==> run_1/m2.png <==
(4 px per um)
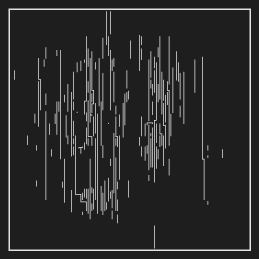
==> run_1/pinout.png <==
(4 px per um) Pins as bars across the die edge, other pins in gray.
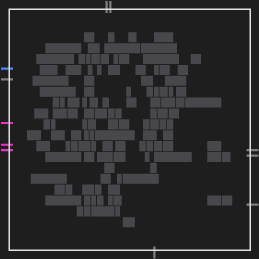
==> run_1/port_trees.png <==
(6 px per um)
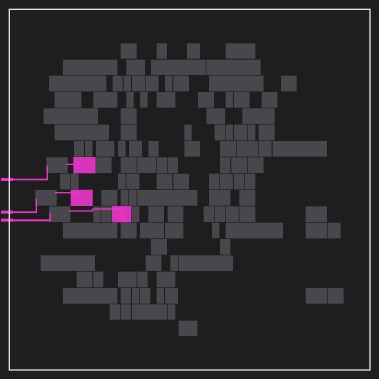
==> run_1/congestion_map.png <==
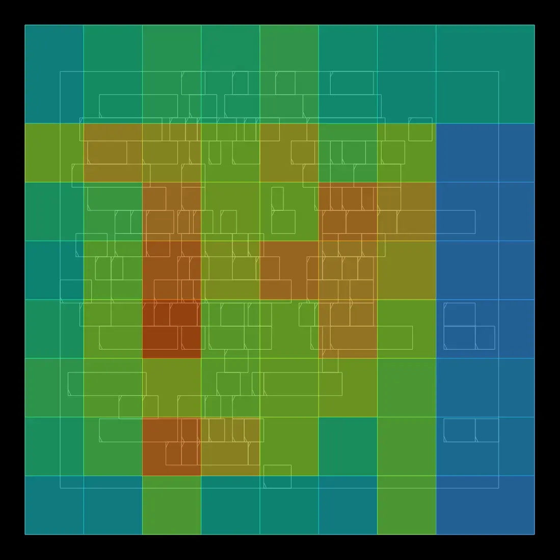
$ cat src/rtl/fifo_tx_drain.sv
// FIFO read-side drain: pops one word at a time and shifts it out as an async
// serial frame (start, DW data bits LSB-first, [parity], stop). Define TX_PARITY_EN for the even-parity bit.
module fifo_tx_drain #(
  parameter int DW           = 3,
  parameter int CLKS_PER_BIT = 4
) (
  input  logic          rclk,
  input  logic          rst,
  input  logic          en,
  input  logic          empy,
  input  logic [DW-1:0] datout,
  output logic          rd,
  output logic          txd,
  output logic          busy,
  output logic          done
);

  localparam int CW = $clog2(CLKS_PER_BIT) + 1;
  localparam int BW = $clog2(DW) + 1;
  localparam logic [CW-1:0] BAUD_LAST = CW'(CLKS_PER_BIT - 1);
  localparam logic [BW-1:0] BIT_LAST  = BW'(DW - 1);

  typedef enum logic [2:0] {
    S_IDLE,
    S_POP,
    S_LATCH,
    S_START,
    S_DATA,
    S_PARITY,
    S_STOP
  } state_t;

  state_t        state_q, state_d;
  logic [CW-1:0] baud_q, baud_d;
  logic [BW-1:0] bit_q, bit_d;
  logic [DW-1:0] shreg_q, shreg_d;
  logic          txd_q, txd_d;
  logic          baud_last;
`ifdef TX_PARITY_EN
  logic          par_q, par_d;
`endif

  always_ff @(posedge rclk or negedge rst) begin
    if (!rst) begin
      state_q <= S_IDLE;
      baud_q  <= '0;
      bit_q   <= '0;
      shreg_q <= '0;
      txd_q   <= 1'b1;
`ifdef TX_PARITY_EN
      par_q   <= 1'b0;
`endif
    end else begin
      state_q <= state_d;
      baud_q  <= baud_d;
      bit_q   <= bit_d;
      shreg_q <= shreg_d;
      txd_q   <= txd_d;
`ifdef TX_PARITY_EN
      par_q   <= par_d;
`endif
    end
  end

  // txd_d is the line level for the state being entered, so txd stays registered.
  always_comb begin
    state_d   = state_q;
    baud_d    = baud_q;
    bit_d     = bit_q;
    shreg_d   = shreg_q;
    txd_d     = txd_q;
`ifdef TX_PARITY_EN
    par_d     = par_q;
`endif
    baud_last = (baud_q == BAUD_LAST);
    case (state_q)
      S_IDLE: begin
        txd_d  = 1'b1;
        baud_d = '0;
        bit_d  = '0;
        if (en && !empy) state_d = S_POP;
      end
      S_POP: state_d = S_LATCH;
      S_LATCH: begin
        shreg_d = datout;
`ifdef TX_PARITY_EN
        par_d   = ^datout;
`endif
        txd_d   = 1'b0;
        baud_d  = '0;
        state_d = S_START;
      end
      S_START: begin
        if (baud_last) begin
          baud_d  = '0;
          txd_d   = shreg_q[0];
          state_d = S_DATA;
        end else begin
          baud_d = baud_q + CW'(1);
        end
      end
      S_DATA: begin
        if (baud_last) begin
          baud_d  = '0;
          shreg_d = shreg_q >> 1;
          if (bit_q == BIT_LAST) begin
            bit_d   = '0;
`ifdef TX_PARITY_EN
            txd_d   = par_q;
            state_d = S_PARITY;
`else
            txd_d   = 1'b1;
            state_d = S_STOP;
`endif
          end else begin
            bit_d = bit_q + BW'(1);
            txd_d = shreg_d[0];
          end
        end else begin
          baud_d = baud_q + CW'(1);
        end
      end
`ifdef TX_PARITY_EN
      S_PARITY: begin
        if (baud_last) begin
          baud_d  = '0;
          txd_d   = 1'b1;
          state_d = S_STOP;
        end else begin
          baud_d = baud_q + CW'(1);
        end
      end
`endif
      S_STOP: begin
        if (baud_last) begin
          baud_d  = '0;
          state_d = (en && !empy) ? S_POP : S_IDLE;
        end else begin
          baud_d = baud_q + CW'(1);
        end
      end
      default: begin
        state_d = S_IDLE;
        txd_d   = 1'b1;
      end
    endcase
  end

  assign rd   = (state_q == S_POP);
  assign busy = (state_q != S_IDLE);
  assign done = (state_q == S_STOP) && baud_last;
  assign txd  = txd_q;

endmodule

$ cat config.mk
export PLATFORM = sky130hd
export DESIGN_NAME = fifo_tx_drain
export DESIGN_NICKNAME = d
export VERILOG_FILES = /design/src/rtl/fifo_tx_drain.sv
export SDC_FILE = /design/constraint.sdc
export NUM_CORES = 1
export LEC_CHECK = 0
export CAP_MARGIN = 20
export CORE_MARGIN = 4
export CORE_UTILIZATION = 30
export CTS_CLUSTER_DIAMETER = 60
export DETAILED_ROUTE_END_ITERATION = 10
export PLACE_DENSITY = 0.51
export SLEW_MARGIN = 20
export SYNTH_ARGS = -nofsm -noshare
export SYNTH_HDL_FRONTEND = slang
export SYNTH_SLANG_ARGS = --single-unit
$ cat constraint.sdc
create_clock -name rclk -period 1.7 [get_ports rclk]
set_clock_uncertainty 0.15 [all_clocks]
set_input_delay 0.17 -clock rclk [delete_from_list [all_inputs] [get_ports rclk]]
set_output_delay 0.17 -clock rclk [all_outputs]
set_load 0.01 [all_outputs]
==> results_dict.tcl, run 1 <==
# flow metrics
set metrics [dict create \
    status "completed" \
    seqAreaFraction 0.292 \
    syn_area_per_cell_um2 8.97 \
    nNonClkInverters 5 \
    grt_max_degree 14 \
    clock_cell_area_share 0.0246 \
    seq_area_frac_synth 0.405 \
    die_w_um 59.9 \
    setup.worst_path.class "flip-flop to flip-flop" \
    ys_area_um2 807 \
    postCtsSetupRepairBufs 4 \
    cp_common_cell "buf_4" \
    path_delay_family "flip-flops" \
    ir_worst_vdd_mv 0.898 \
    path_cells "buf_4 -> nor2_4 -> buf_4 -> o311ai_2 -> a2bb2oi_1 -> mux2_2" \
    place.gp.congestion 0.708 \
    layout-drive-gt1-share 0.306 \
    htree_levels 1 \
    worstPathArrival_ns 1.70 \
    yosysCellCount 90 \
    p_per_area_nw_per_um2 1510 \
    hold_class "primary input to asynchronous set/reset pin" \
    cts_tree "built" \
    logic_family "AND-OR/OR-AND gates" \
    warnings 26 \
    syn-instance-count 90 \
    logic_area_um2 457 \
    max_freq_mhz 610 \
    ys_sh_mux 0.0512 \
    final_common_cell "buf_4" \
    initialDrtViolationCount 6 \
    finalCritPeriodShare 0.964 \
    hold_ws_ns 0.0384 \
    regArea_um2 328 \
    stdcell_count 151 \
    signal_buffer_area_fraction 0.225 \
    fp_util 0.320 \
    yosysWarnings 0 \
    synthToLayoutAreaGrowth_pct 38.9 \
    dp.cells 140 \
    slew_headroom 0.742 \
    cap_viol_max_count 0 \
    power.total_mw 1.69 \
    fill_cells 254 \
    nFlopsAndLatches 13 \
    clkLatencyLatePin_ns 0.28 \
    crit_slowest_cell "dfrtp_2" \
    grt_overflow_total 0 \
    synthAoiAreaFrac 0.257 \
    hold_viol_final 0 \
    synthesis.area_um2 807 \
    path_clk_slew_ns 0.08 \
    synth_xor_xnor_area_share 0 \
    synth-async-reset-ratio 1.00 \
    antenna_found_initial 0 \
    clockBufferDepth 2 \
    hpwlAfterDp_mm 1.41 \
    yosys.area_share.simple 0.220 \
    design_area_um2 1120 \
    cts_num_sinks 13 \
    required_ns 1.76 \
    max_stage_delay_ns 0.43 \
    route.detailed.drc 0 \
    nClkBuffers 3 \
    postPlaceCellArea_um2 1030 \
    final-setup-viol-count 0 \
    comb_share 0.407 \
    ctsHoldBuffers 0 \
    slew_violations 0 \
    avgViaCountPerCell 4.99 \
    root_buffer "clkbuf_4" \
    cp_num_buf_inv 2 \
    ff_type "dfrtp_1" \
    fa_ha_area_frac 0.0155 \
    dr.pass1.iters 4 \
    num-nets-final 130 \
    cp_max_fo 6 \
    critPathCaptureType "flip-flop" \
    grt_pass1_vias 703 \
    start_kind "flip-flop" \
    layout_top_cells "buf_4 (21), dfrtp_1 (11), nor2_1 (9)" \
    edf_count 0 \
    pin_count 11 \
    core_um2 2520 \
    numSynthFlops 13 \
    cts_resized 7 \
    nNonClkBuffers 31 \
    die_y_um 59.9 \
]
About m2.png:
nets with wire on the layer: 106
share of all routed wire: 49%
wire length on this layer: 952 um
main direction: vertical
met2 usage: 0.199
total vias in the final route: 754
Routed Wire Length: 1.93 mm

About pinout.png:
| port | color | pins | direction | edge |
|---|---|---|---|---|
| rclk | blue | 1 | input | west |
| datout | magenta | 3 | input | west |
all pins by edge: 5 west, 3 east, 2 north, 1 south

About port_trees.png:
| port | color | bits | direction | end cells | buffers | wire |
|---|---|---|---|---|---|---|
| datout | magenta | 3 | input | 3 | 3 | 39.4 um |

About congestion_map.png:
Avg WL per Cell: 12.8 um
GR Util met1: 0.155
GR Util met3: 0.0389
GR peak layer: met2
Total GRT Usage: 0.122

[run 1: logic make-up (layout without fill, tap and decap cells)]
logic type	Yosys count	after routing
and+or+nand+nor	35	35
AOI/OAI and AO/OA	28	28
DFF	13	13
buffers and inverters	9	40
muxes	4	4
adders and majority gates	1	1
[run 1: worst paths after layout]
kind	start	end	slack, ns	depth (start not counted)
hold / removal	rst	state_q[0]$_DFFE_PN0P_	0.04	2
setup reg to reg	state_q[0]$_DFFE_PN0P_	txd$_DFFE_PN1P_	0.06	6
max in group asynchronous	rst	txd$_DFFE_PN1P_	1.13	2
hold reg to reg	shreg_q[0]$_DFFE_PN0P_	shreg_q[0]$_DFFE_PN0P_	0.39	2
min in group rclk	datout[0]	shreg_q[0]$_DFFE_PN0P_	0.38	3
setup / recovery	state_q[0]$_DFFE_PN0P_	txd$_DFFE_PN1P_	0.06	6
[run 1: power breakdown]
group          switching, mW  leakage (nW)  internal, mW
registers             0.0796         0.158         0.421
logic                  0.470         0.323         0.525
clock network          0.107        0.0177        0.0873
total                  0.657         0.499          1.03
[run 1: sequential cells by signal, summed over array words and instances, names as in the netlist]
register	count
shreg_q	3
baud_q	3
state_q	3
bit_q	3
txd	1
[run 1: per-layer routing]
metal	up-vias	track usage	routed length, um
li1	382	-	-
met1	359	0.155	875
met2	11	0.199	952
met3	2	0.0389	89
met4	0	0.0285	13
met5	-	0	0
[run 1: cell usage after synthesis (all sizes together), types with 2 or more instances]
cell,number,share of area
nand3,3,0.019
o22ai,2,0.016
a21oi,8,0.050
nor2,10,0.056
nand2b,4,0.031
nand2,8,0.037
dfrtp,12,0.37
nor2b,4,0.031
o32ai,2,0.045
o2bb2ai,2,0.022
inv,5,0.023
nor3,3,0.019
o21ai,7,0.043
buf,4,0.028
mux2i,3,0.037
==> run 2, diff against run 1 <==
TNS_END_PERCENT = 50   (was default)
==> run 2 against run 1 <==
Net effect: cell count is the same; clock power is essentially flat; worst hold slack is the same; setup slack is the same; sequential cell count is the same; sequential share of layout area is the same; sequential power is essentially flat.
==> results_dict.tcl, run 2 <==
# flow metrics
set metrics [dict create \
    status "completed" \
    setup.worst_path.class "flip-flop to flip-flop" \
    r2r_end "txd$_DFFE_PN1P_" \
    yosysWarnings 0 \
    grt_overflow_total 0 \
    fp_util 0.320 \
    cts_num_sinks 13 \
    ff2ff_path_depth 6 \
    avgViaCountPerCell 4.99 \
    grt_use_met1 0.155 \
    warnings 26 \
    grt_pass1_vias 703 \
    cts_resized 7 \
    cts_tree "built" \
    finalWirelength_mm 1.93 \
    nNonClkBuffers 31 \
    yosysCellCount 90 \
    netlist.area_leader.share 0.372 \
    wire_per_inst_um 12.8 \
    seqAreaFraction 0.292 \
    critPathCaptureType "flip-flop" \
    comb_share 0.407 \
    logic_area_um2 457 \
    cp_max_fo 6 \
    synthesis.area_um2 807 \
    area_leaders "dfrtp_1 (37%), a21oi_1 (5.0%), nor2_1 (4.2%), mux2i_1 (3.7%), nand2_1 (3.7%)" \
    slew_violations 0 \
    path_clk_slew_ns 0.08 \
    signal_buffer_area_fraction 0.225 \
    p_per_area_nw_per_um2 1510 \
    dp.cells 140 \
    edf_count 0 \
    final-setup-viol-count 0 \
    layout-drive-gt1-share 0.306 \
    cap_viol_max_count 0 \
    ir_worst_vdd_mv 0.898 \
    clockBufferDepth 2 \
    fill_cells 254 \
    synth_top_cell_by_count "dfrtp_1" \
    finalCritPeriodShare 0.964 \
    die_w_um 59.9 \
    r2r_start "state_q[0]$_DFFE_PN0P_" \
    clock_cell_area_share 0.0246 \
    required_ns 1.76 \
    synthToLayoutAreaGrowth_pct 38.9 \
    synth.largest_area_cell "dfrtp_1" \
    num-nets-final 130 \
    vias 754 \
    root_buffer "clkbuf_4" \
    seq_area_frac_synth 0.405 \
    hpwlAfterDp_mm 1.41 \
    grt_usage 0.122 \
    start_kind "flip-flop" \
    initialDrtViolationCount 6 \
    hold_viol_final 0 \
    final_common_cell "buf_4" \
    route.detailed.drc 0 \
    nNonClkInverters 5 \
    stdcell_count 151 \
    postCtsSetupRepairBufs 4 \
    ff2ff_setup_slack_ns 0.06 \
    core_um2 2520 \
    grt-busiest-layer "met2" \
]
run 2: kinds of logic (layout without fill, tap and decap cells):
logic type | after synthesis | after routing | share of synthesized area
mux | 4 | 4 | 0.0512
compound gates | 28 | 28 | 0.257
flops | 13 | 13 | 0.405
fa+ha+maj | 1 | 1 | 0.0155
simple gates | 35 | 35 | 0.220
buf+inv | 9 | 40 | 0.0512
run 2: critical path: stages (launching register included):
cell	delay, ns
dfrtp_2	0.43
buf_4	0.15
nor2_4	0.11
buf_4	0.15
o311ai_2	0.15
a2bb2oi_1	0.16
mux2_2	0.27
run 2: worst max path at each step:
stage	from	end	slack, ns	cells past startpoint
floorplan	baud_q[0]$_DFFE_PN0P_	txd$_DFFE_PN1P_	0.16	5
global placement	baud_q[0]$_DFFE_PN0P_	done	-0.02	5
detailed placement	baud_q[1]$_DFFE_PN0P_	done	-0.02	5
CTS	baud_q[1]$_DFFE_PN0P_	done	0.004	5
global route	state_q[2]$_DFFE_PN0P_	baud_q[0]$_DFFE_PN0P_	-0.006	6
finish	state_q[0]$_DFFE_PN0P_	txd$_DFFE_PN1P_	0.06	6
run 2: layer usage:
layer  vias up  share of wire
met4         0         0.0067
met1       359           0.45
met5         -              0
met3         2          0.046
li1        382              -
met2        11           0.49
run 2: metrics by stage:
stage	instance area (um2)	hold slack, ns
5_1_grt	1120	0.0367
2_1_floorplan	807	-0.276
3_5_place_dp	1030	0.347
6_report	1120	0.0384
4_1_cts	1090	0.0351
3_3_place_gp	1030	0.355
run 2: where the power goes:
group          internal, mW  total (mW)  switching (mW)  leakage (nW)
Combinational         0.525       0.995           0.470         0.323
Sequential            0.421       0.501          0.0796         0.158
Clock                0.0873       0.194           0.107        0.0177
Total                  1.03        1.69           0.657         0.499
==> run_2/m2.png <==
(4 px per um)
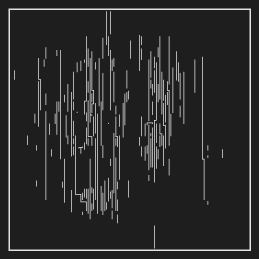
share of all routed wire: 49%
main direction: vertical
nets with wire on the layer: 106
longest straight run: 27.2 um

==> run_2/port_trees.png <==
(6 px per um)
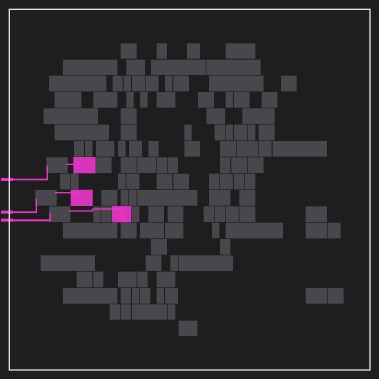
| port | color | bits | direction | end cells | buffers | wire |
|---|---|---|---|---|---|---|
| datout | magenta | 3 | input | 3 | 3 | 39.4 um |

==> run_2/pinout.png <==
(4 px per um) Pins as bars across the die edge, other pins in gray.
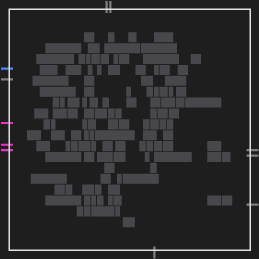
| port | color | pins | direction | edge |
|---|---|---|---|---|
| datout | magenta | 3 | input | west |
| rclk | blue | 1 | input | west |

==> run 3, diff against run 2 <==
CELL_PAD_IN_SITES_DETAIL_PLACEMENT = 0   (was default)
CELL_PAD_IN_SITES_GLOBAL_PLACEMENT = 2   (was default)
CORE_MARGIN = 5   (was 4)
CORE_UTILIZATION = 29   (was 30)
PLACE_DENSITY = 0.73   (was 0.51)
==> run 3 against run 2 <==
Net effect: cell count decreased by 1.3%; first-iteration DRC count increased by 17%; combinational power decreased by 5.8%; utilization decreased by 4.1 points; global-route usage decreased by 2.1 points; sequential power increased by 2%; largest cell class unchanged.
==> results_dict.tcl, run 3 <==
# flow metrics
set metrics [dict create \
    vias 720 \
    path_delay_family "flip-flops" \
    final_common_cell "buf_4" \
    status "completed" \
    wire_per_inst_um 12.3 \
    clkLatencyLatePin_ns 0.27 \
    postRouteAntennaNets 0 \
    seq_area_frac_synth 0.405 \
    root_buffer "clkbuf_4" \
    grt_usage 0.100 \
    avgViaCountPerCell 4.83 \
    r2r_end "txd$_DFFE_PN1P_" \
    stdcell_count 149 \
    pin_count 11 \
    place.gp.congestion 0.783 \
    dr.pass1.iters 3 \
    yosysWarnings 0 \
    critPathCaptureType "primary output" \
    slew_violations 0 \
    synth_top_cell_by_count "dfrtp_1" \
    final-setup-viol-count 0 \
    post-route-util 0.403 \
    start_kind "flip-flop" \
    grt_overflow_total 0 \
    synthesis.area_um2 807 \
    syn_area_per_cell_um2 8.97 \
    max_stage_delay_ns 0.53 \
    ff2ff_setup_slack_ns 0.10 \
    p_leak_nw 0.476 \
    numSynthFlops 13 \
    cts_tree "built" \
    ff2ff_path_depth 6 \
    layout-drive-gt1-share 0.271 \
    fp_util 0.298 \
    hold_ws_ns 0.0497 \
    finalCritPeriodShare 0.968 \
    postPlaceCellArea_um2 1040 \
    yosysCellCount 90 \
    path_clk_slew_ns 0.09 \
    cap_viol_max_count 0 \
    area_leaders "dfrtp_1 (37%), a21oi_1 (5.0%), nor2_1 (4.2%), mux2i_1 (3.7%), nand2_1 (3.7%)" \
    crit_slowest_cell "dfstp_2" \
    synth.largest_area_cell "dfrtp_1" \
    initialDrtViolationCount 7 \
    ff_type "dfrtp_1" \
    diodes 0 \
    fill_cells 296 \
    warnings 27 \
    numCtsBuffers 3 \
    die_area_um2 3940 \
    finalWirelength_mm 1.83 \
    syn-instance-count 90 \
    grt_max_degree 14 \
    synth.net_count 98 \
    cp-startpoint "txd$_DFFE_PN1P_" \
    finalSetupTns_ns 0 \
    num-nets-final 127 \
    cp_num_buf_inv 1 \
    p_per_area_nw_per_um2 1500 \
    slew_headroom 0.767 \
    ir_worst_vdd_mv 0.864 \
    route.detailed.drc 0 \
    place_worst_setup_slack_ns -0.0470 \
    min_period_ns 1.65 \
    cp_max_fo 2 \
    edf_count 0 \
    clockBufferDepth 2 \
    netlist.area_leader.share 0.372 \
    antenna_found_initial 0 \
    r2r_start "baud_q[1]$_DFFE_PN0P_" \
    dp.cells 142 \
    hpwlAfterDp_mm 1.37 \
    power.total_mw 1.64 \
    layout_top_cells "buf_4 (17), dfrtp_1 (10), nor2_1 (9)" \
    cp_num_cells 1 \
    synth-async-reset-ratio 1.00 \
    row_count 19 \
    hold_class "primary input to asynchronous set/reset pin" \
    hold_viol_final 0 \
    grt_pass1_wl_mm 3.23 \
    worstPathArrival_ns 1.33 \
    max_freq_mhz 608 \
    final.setup.worst_slack_ns 0.0541 \
    path_cells "clkdlybuf4s50_1" \
    required_ns 1.38 \
    worst_pin_slew_ns 0.349 \
    synth_cell_type_count 32 \
    ys_area_um2 807 \
    endpoint "txd" \
    setup.worst_path.class "flip-flop to primary output" \
    htree_levels 1 \
    ctsHoldBuffers 0 \
    design_area_um2 1090 \
    synthToLayoutAreaGrowth_pct 35.3 \
    common_cells "dfrtp_1 (12), nor2_1 (9), a21oi_1 (8), nand2_1 (8), inv_1 (5)" \
    core_um2 2710 \
    grt_pass1_vias 723 \
    cts_num_sinks 13 \
]
-- run 3: cell counts after synthesis --
Identical to the previous run, type by type.
-- run 3: final cells by class --
cell class                 instances  area (um2)  share of cell area
timing repair buffer              28         231               0.212
multi-input combinational         68         448               0.410
sequential                        13         329               0.301
clock buffer                       4        26.3              0.0241
inverter                           5        18.8              0.0172
tap                               31        38.8              0.0355
-- run 3: power breakdown --
part,switching [mW],total [mW],leakage (nW),internal [mW]
logic,0.442,0.937,0.303,0.495
registers,0.0868,0.510,0.157,0.423
clock network,0.105,0.196,0.0150,0.0907
total,0.633,1.64,0.476,1.01
-- run 3: worst min-delay path by stage --
stage / cells after the start / endpoint / startpoint / slack [ns]
2_1_floorplan: 0 / baud_q[0]$_DFFE_PN0P_ / rst / -0.28
3_3_place_gp: 2 / state_q[0]$_DFFE_PN0P_ / rst / 0.36
3_5_place_dp: 2 / state_q[0]$_DFFE_PN0P_ / rst / 0.35
4_1_cts: 2 / bit_q[1]$_DFFE_PN0P_ / rst / 0.06
5_1_grt: 2 / bit_q[2]$_DFFE_PN0P_ / rst / 0.06
6_report: 2 / bit_q[1]$_DFFE_PN0P_ / rst / 0.05
-- run 3: logic make-up after synthesis --
family / after synthesis / share of synthesized area
compound gates: 28 / 0.257
fa+ha+maj: 1 / 0.0155
mux: 4 / 0.0512
simple gates: 35 / 0.220
flops: 13 / 0.405
buf+inv: 9 / 0.0512
-- run 3: what timing repair did --
action | CTS | global route
setup endpoints to repair | 3 | 3
resized | 7 | 4
buffers inserted | 1 | 2
pin swaps | 1 | 2
-- run 3: per-layer routing --
metal  up-vias  track usage  routed length [um]
li1        378            -                   -
met1       335        0.131                 891
met2         5        0.162                 879
met3         2       0.0180                  41
met4         0       0.0398                  17
met5         -            0                   0
==> run_3/layers.png <==
(6 px per um)
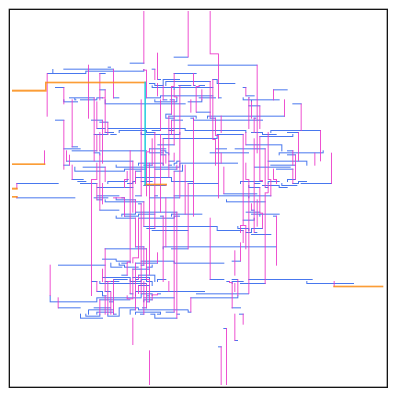
| layer | color | wire length |
|---|---|---|
| M1 | blue | 892 um |
| M4 | cyan | 17.0 um |
| M2 | magenta | 879 um |
| M3 | orange | 41.6 um |

==> run_3/m2.png <==
(4 px per um)
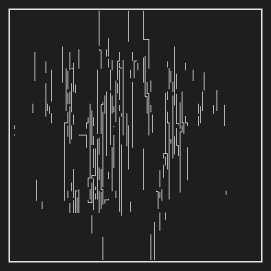
longest straight run: 23.5 um
wire length on this layer: 879 um
nets with wire on the layer: 100

==> run_3/pinout.png <==
(4 px per um) Pins as bars across the die edge, other pins in gray.
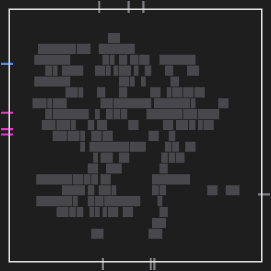
| port | color | pins | direction | edge |
|---|---|---|---|---|
| rclk | blue | 1 | input | west |
| datout | magenta | 3 | input | west |
all pins by edge: 4 west, 3 south, 3 north, 1 east
I/O Buffers: 10
Die X-Extent: 62.8 um
Die H: 62.8 um

Power and IR drop assume default switching activity.
